### src/rtl/ex_mem_stage_pipe.sv
// EX->MEM pipeline register with valid/ready flow control, optional 2-entry skid, flush and stall counter.
// Latency 1 cycle when empty; SKID=1 registers in_ready (no out_ready->in_ready path), SKID=0 passes it through.
module ex_mem_stage_pipe #(
  parameter int DATA_W = 16,
  parameter int DEST_W = 3,
  parameter int SKID   = 1,
  parameter int CNT_W  = 16
) (
  input  logic                         i_clock,
  input  logic                         i_reset_n,
  input  logic                         i_flush,
  input  logic                         i_in_valid,
  output logic                         o_in_ready,
  input  logic [DATA_W-1:0]            i_ex_alu_result,
  input  logic                         i_mem_write_en,
  input  logic [DATA_W-1:0]            i_mem_write_data,
  input  logic                         i_write_back_en,
  input  logic [DEST_W-1:0]            i_write_back_dest,
  input  logic                         i_write_back_result_mux,
  output logic                         o_out_valid,
  input  logic                         i_out_ready,
  output logic [2*DATA_W+DEST_W+2:0]   o_out_bundle,
  output logic                         o_out_mem_write_en,
  output logic                         o_out_write_back_en,
  output logic [CNT_W-1:0]             o_stall_cycles
);

  localparam int PKT_W   = 2*DATA_W + DEST_W + 3;
  localparam int MWE_BIT = DEST_W + 2 + DATA_W;
  localparam int WBE_BIT = DEST_W + 1;

  typedef enum logic [1:0] {S_EMPTY, S_ONE, S_TWO} state_t;

  state_t             r_state;
  state_t             w_state_nxt;
  logic [PKT_W-1:0]   r_main_pkt;
  logic [PKT_W-1:0]   r_skid_pkt;
  logic [PKT_W-1:0]   w_in_pkt;
  logic [PKT_W-1:0]   w_bundle;
  logic [CNT_W-1:0]   r_stall_cnt;
  logic               w_accept;
  logic               w_drain;
  logic               w_load_main;
  logic               w_load_skid;
  logic               w_promote;

  assign w_in_pkt = {i_ex_alu_result, i_mem_write_en, i_mem_write_data,
                     i_write_back_en, i_write_back_dest, i_write_back_result_mux};

  assign o_out_valid = (r_state != S_EMPTY);
  assign o_in_ready  = (SKID != 0) ? (r_state != S_TWO) : (!o_out_valid || i_out_ready);
  assign w_accept    = i_in_valid && o_in_ready;
  assign w_drain     = o_out_valid && i_out_ready;

  always_comb begin
    w_state_nxt = r_state;
    w_load_main = 1'b0;
    w_load_skid = 1'b0;
    w_promote   = 1'b0;
    case (r_state)
      S_EMPTY: begin
        if (w_accept) begin
          w_state_nxt = S_ONE;
          w_load_main = 1'b1;
        end
      end
      S_ONE: begin
        if (w_accept && w_drain) begin
          w_load_main = 1'b1;
        end else if (w_accept) begin
          w_state_nxt = S_TWO;
          w_load_skid = 1'b1;
        end else if (w_drain) begin
          w_state_nxt = S_EMPTY;
        end
      end
      S_TWO: begin
        if (w_drain) begin
          w_state_nxt = S_ONE;
          w_promote   = 1'b1;
        end
      end
      default: w_state_nxt = S_EMPTY;
    endcase
    // Squash wins over any same-cycle accept or drain; payload regs are left as they are.
    if (i_flush) begin
      w_state_nxt = S_EMPTY;
      w_load_main = 1'b0;
      w_load_skid = 1'b0;
      w_promote   = 1'b0;
    end
  end

  always_ff @(posedge i_clock or negedge i_reset_n) begin
    if (!i_reset_n) begin
      r_state <= S_EMPTY;
    end else begin
      r_state <= w_state_nxt;
    end
  end

  always_ff @(posedge i_clock or negedge i_reset_n) begin
    if (!i_reset_n) begin
      r_main_pkt <= '0;
      r_skid_pkt <= '0;
    end else begin
      if (w_load_main) begin
        r_main_pkt <= w_in_pkt;
      end else if (w_promote) begin
        r_main_pkt <= r_skid_pkt;
      end
      if (w_load_skid) begin
        r_skid_pkt <= w_in_pkt;
      end
    end
  end

  always_ff @(posedge i_clock or negedge i_reset_n) begin
    if (!i_reset_n) begin
      r_stall_cnt <= '0;
    end else if (o_out_valid && !i_out_ready && !i_flush && !(&r_stall_cnt)) begin
      r_stall_cnt <= r_stall_cnt + CNT_W'(1);
    end
  end

  // A bubble must never carry live enables towards MEM.
  always_comb begin
    w_bundle = r_main_pkt;
    if (!o_out_valid) begin
      w_bundle[MWE_BIT] = 1'b0;
      w_bundle[WBE_BIT] = 1'b0;
    end
  end

  assign o_out_bundle        = w_bundle;
  assign o_out_mem_write_en  = r_main_pkt[MWE_BIT] && o_out_valid;
  assign o_out_write_back_en = r_main_pkt[WBE_BIT] && o_out_valid;
  assign o_stall_cycles      = r_stall_cnt;

endmodule

### config.mk
export PLATFORM = sky130hd
export DESIGN_NAME = ex_mem_stage_pipe
export DESIGN_NICKNAME = d
export VERILOG_FILES = /design/src/rtl/ex_mem_stage_pipe.sv
export SDC_FILE = /design/constraint.sdc
export NUM_CORES = 1
export LEC_CHECK = 0
export ABC_AREA = 1
export CAP_MARGIN = 20
export CORE_MARGIN = 2
export CORE_UTILIZATION = 55
export CTS_CLUSTER_DIAMETER = 40
export DETAILED_ROUTE_END_ITERATION = 7
export MAX_ROUTING_LAYER = met4
export PLACE_DENSITY = 0.95
export SLEW_MARGIN = 20
export SYNTH_ARGS = -nofsm -noshare
export SYNTH_HDL_FRONTEND = slang
export SYNTH_SLANG_ARGS = --single-unit
### constraint.sdc
create_clock -name i_clock -period 3.3 [get_ports i_clock]
set_input_delay 0.99 -clock i_clock [delete_from_list [all_inputs] [get_ports i_clock]]
set_output_delay 0.99 -clock i_clock [all_outputs]
set_load 0.05 [all_outputs]
clock_wires.png
The bar under the picture is 20 um long.
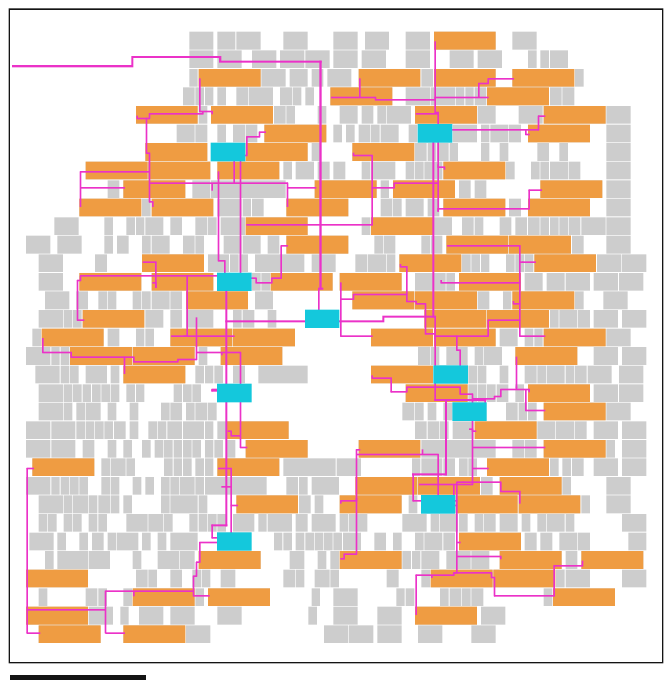
[orange] flip-flops | count: 94
[magenta] clock wires | length: 1040 um
[cyan] clock-net drivers | count: 9
routed clock nets: 10
flops lie: spread over the die
clk pwr: 0.000865 W
worst skew pair latency: 0.37 ns
Clock power frac: 20.0%

placed.png
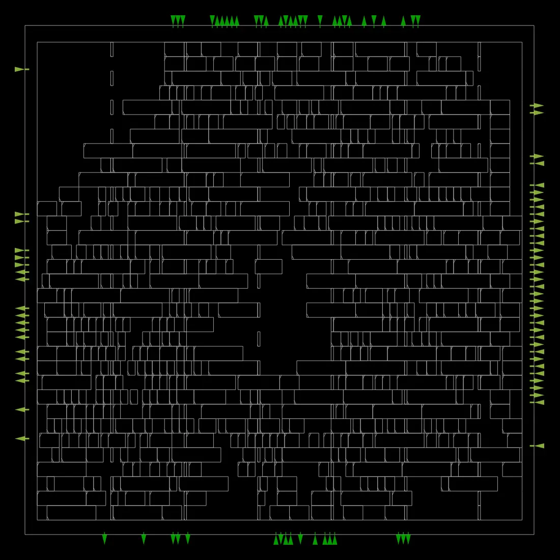
Non-Filler Instances: 709
flop count: 94

layers.png
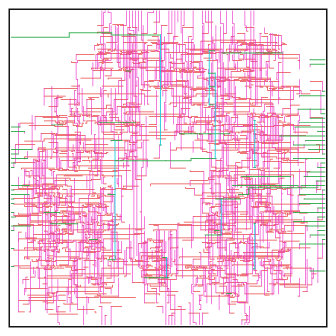
| color | layer | wire length |
|---|---|---|
| red | M1 | 4340 um |
| cyan | M4 | 156 um |
| magenta | M2 | 5460 um |
| green | M3 | 472 um |
WL per Instance: 14.7 um
via count: 3821
routed wire length: 10400 um
Global Route Usage Sum: 24.6%

class_map.png
Fill, decap, tap and diode cells in gray.
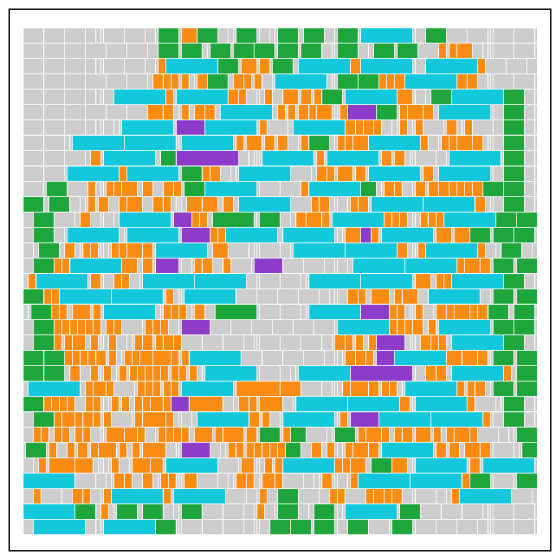
| color | class | cells |
|---|---|---|
| purple | clock drivers and dummy loads | 16 |
| cyan | registers | 94 |
| orange | remaining logic cells | 388 |
| green | remaining buffers and delay cells | 106 |
fin area: 5620 um^2
row count: 33
Core Util, Final: 68.8%
core area: 8180 um^2
register share of the cell area: 41.8%

pinout.png
Pins as bars across the die edge, other pins in gray.
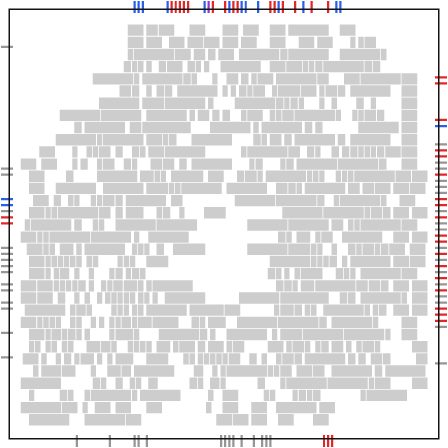
| color | port | pins | direction | edge |
|---|---|---|---|---|
| red | o_out_bundle | 38 | output | 18 right, 15 top, 3 bottom, 2 left |
| blue | i_mem_write_data | 16 | input | 13 top, 2 left, 1 right |
| purple | i_write_back_result_mux | 1 | input | top |
die width: 95.6 um
IO Port Bufs: 100
Die Y: 95.6 um

synth_stat cells:
cell type	instances	share of area, %
a21oi_1	31	3.4
buf_1	3	0.24
buf_2	4	0.43
buf_4	41	6.7
buf_6	5	1.2
clkbuf_1	10	0.81
dfrtp_1	94	51
ha_1	1	0.27
inv_1	54	4.4
inv_2	2	0.16
inv_4	1	0.14
nand2_1	130	11
nand2_2	3	0.41
nand3_1	45	4.9
nand3_2	1	0.22
nand4_1	6	0.81
nand4_2	1	0.27
nor2_1	51	4.1
nor2_4	3	0.73
nor3_1	1	0.11
o211ai_1	36	5.9
o21ai_0	12	1.3
o21ai_4	1	0.35
o221ai_1	2	0.38
xnor2_1	6	1.1
xor2_1	1	0.19
layer usage:
layer / GRT usage (%) / share of wire (%) / up-vias / routed length (um)
met4: 9.17 / 1.5 / 0 / 156
li1: - / - / 1828 / -
met3: 3.08 / 4.5 / 18 / 472
met5: - / 0 / - / 0
met1: 31.8 / 42 / 1869 / 4340
met2: 40.0 / 52 / 106 / 5460
through the flow:
stage,setup WS (ns),cells,utilization [%]
2_1_floorplan,0.766,545,-
3_3_place_gp,0.588,693,66.0
3_5_place_dp,0.460,693,66.0
4_1_cts,0.306,709,68.8
5_1_grt,0.202,709,68.8
6_report,0.294,709,68.8
worst max-delay path: stages, from the launching register on:
cell and delay (ns):
dfrtp_1 0.53, nor2_4 0.10, nor2_1 0.19, clkdlybuf4s50_1 0.84
state kept, by name (all words and copies together) (netlist names):
signal          count
r_skid_pkt         38
r_main_pkt         38
o_stall_cycles     16
r_state             2
final timing paths:
| kind | startpoint | to | slack [ns] | cells after the start |
|---|---|---|---|---|
| min in group asynchronous | i_reset_n | r_main_pkt[28] | 0.68 | 1 |
| max in group asynchronous | i_reset_n | r_skid_pkt[8] | 1.83 | 2 |
| max | r_state[1] | o_out_bundle[4] | 0.29 | 3 |
| min | r_skid_pkt[34] | r_skid_pkt[34] | 0.50 | 2 |
| max reg2reg | o_stall_cycles[0] | o_stall_cycles[7] | 1.32 | 8 |
| min reg2reg | r_skid_pkt[34] | r_skid_pkt[34] | 0.50 | 2 |
power by group:
group          leakage (nW)  switching [W]  total, W  internal [W]
clock                 0.117       0.000426  0.000865      0.000439
combinational          1.33        0.00113   0.00172      0.000587
sequential             1.14       0.000204   0.00174       0.00153
total                  2.58        0.00176   0.00432       0.00256
cell type report:
type | instances | area share, %
flip-flops and latches | 94 | 41.8
multi-input cells | 331 | 29.0
well taps | 105 | 2.34
repair buffers | 106 | 19.0
inverters | 57 | 3.85
clock buffers | 9 | 2.20
clock inverters | 7 | 1.82
kinds of logic (layout without fill, tap and decap cells):
kind of cell | count (synthesis) | in the layout | share of synthesized area [%]
simple gates | 241 | 241 | 22.1
flops | 94 | 94 | 50.9
compound gates | 82 | 82 | 11.2
buf+inv | 120 | 179 | 14.1
fa+ha+maj | 1 | 1 | 0.271
xor+xnor | 7 | 7 | 1.33
==> impl_metrics.csv <==
group,metric,value,unit
global_routing,antenna_found_initial,0,
routing,drt-pass1-iter-count,4,
worst_setup_path,crit_type,"flop to output pin",
synthesis,ys_warn_count,0,
clocking,cts_sinks,94,
clocking,cts_hold_buf,0,
worst_setup_path,endpoint_kind,"output pin",
routing,routed_via_density,5.39,
sta,rsz0062_at_grt,"false",
place,dp_hpwl,7210,um
synthesis,ys_area,4620,um^2
final_layout,nets,643,
routing,antenna_left,0,
sta,report.final.hold_viol_count,0,
synthesis,syn_nets,589,
synthesis,yosysCellCount,545,
power,p_total,0.00432,W
hold_path,hold_class,"flop to flop",
sta,skew,0.0175,ns
routing,drc,0,
status,status,"completed",
sta,period_needed,3.01,ns
clocking,cts.reportedPaths.clkPinSlew,0.10,ns
synthesis,synth_cell_types,26,
final_layout,layout_top_cell,"nand2_1",
job,warning_count,26,
worst_setup_path,cp.required,2.31,ns
place,dpl_cell_area,5400,um^2
sta,setup_viol,0,
clocking,cts_tree,"built",
worst_setup_path,critPathArrivalTime,2.02,ns
sta,relSlewSlack,50.4,%
clocking,cts_buffer_depth,2,
global_routing,grt_start_max_net_pins,67,
sta,worst_slew_pin_slew,0.744,ns
synthesis,syn_area,4620,um^2
clocking,post-cts-setup-buffer-count,0,
clocking,numCtsBuffers,9,
power,ir_drop,515,uV
final_layout,final_layout_top_logic_cells,"nand2_1, clkdlybuf4s50_1, dfrtp_1",
synthesis,synthCells,545,
sta,tns,0,ns
worst_setup_path,critPathMaxFanout,7,
global_routing,grt_first_pass_wirelength,16800,um
sta,holdWs,0.497,ns
final_layout,antenna_cells,0,
final_layout,nFillCells,618,
die,fp_util,56.5,%
sta,slew_violations,0,
place,finalWeightedCongestion,0.888,
sta,period_used_share,91.1,%
final_layout,drive_above_1_share,5.96,%
synthesis,synth.avg_cell_area,8.47,um^2
die,die_area,9140,um^2
job,drv_cap,0,
worst_setup_path,critPathLaunchType,"flop",
die,ios,101,
Power figures rest on the tool's default switching activity, not on a simulated workload.
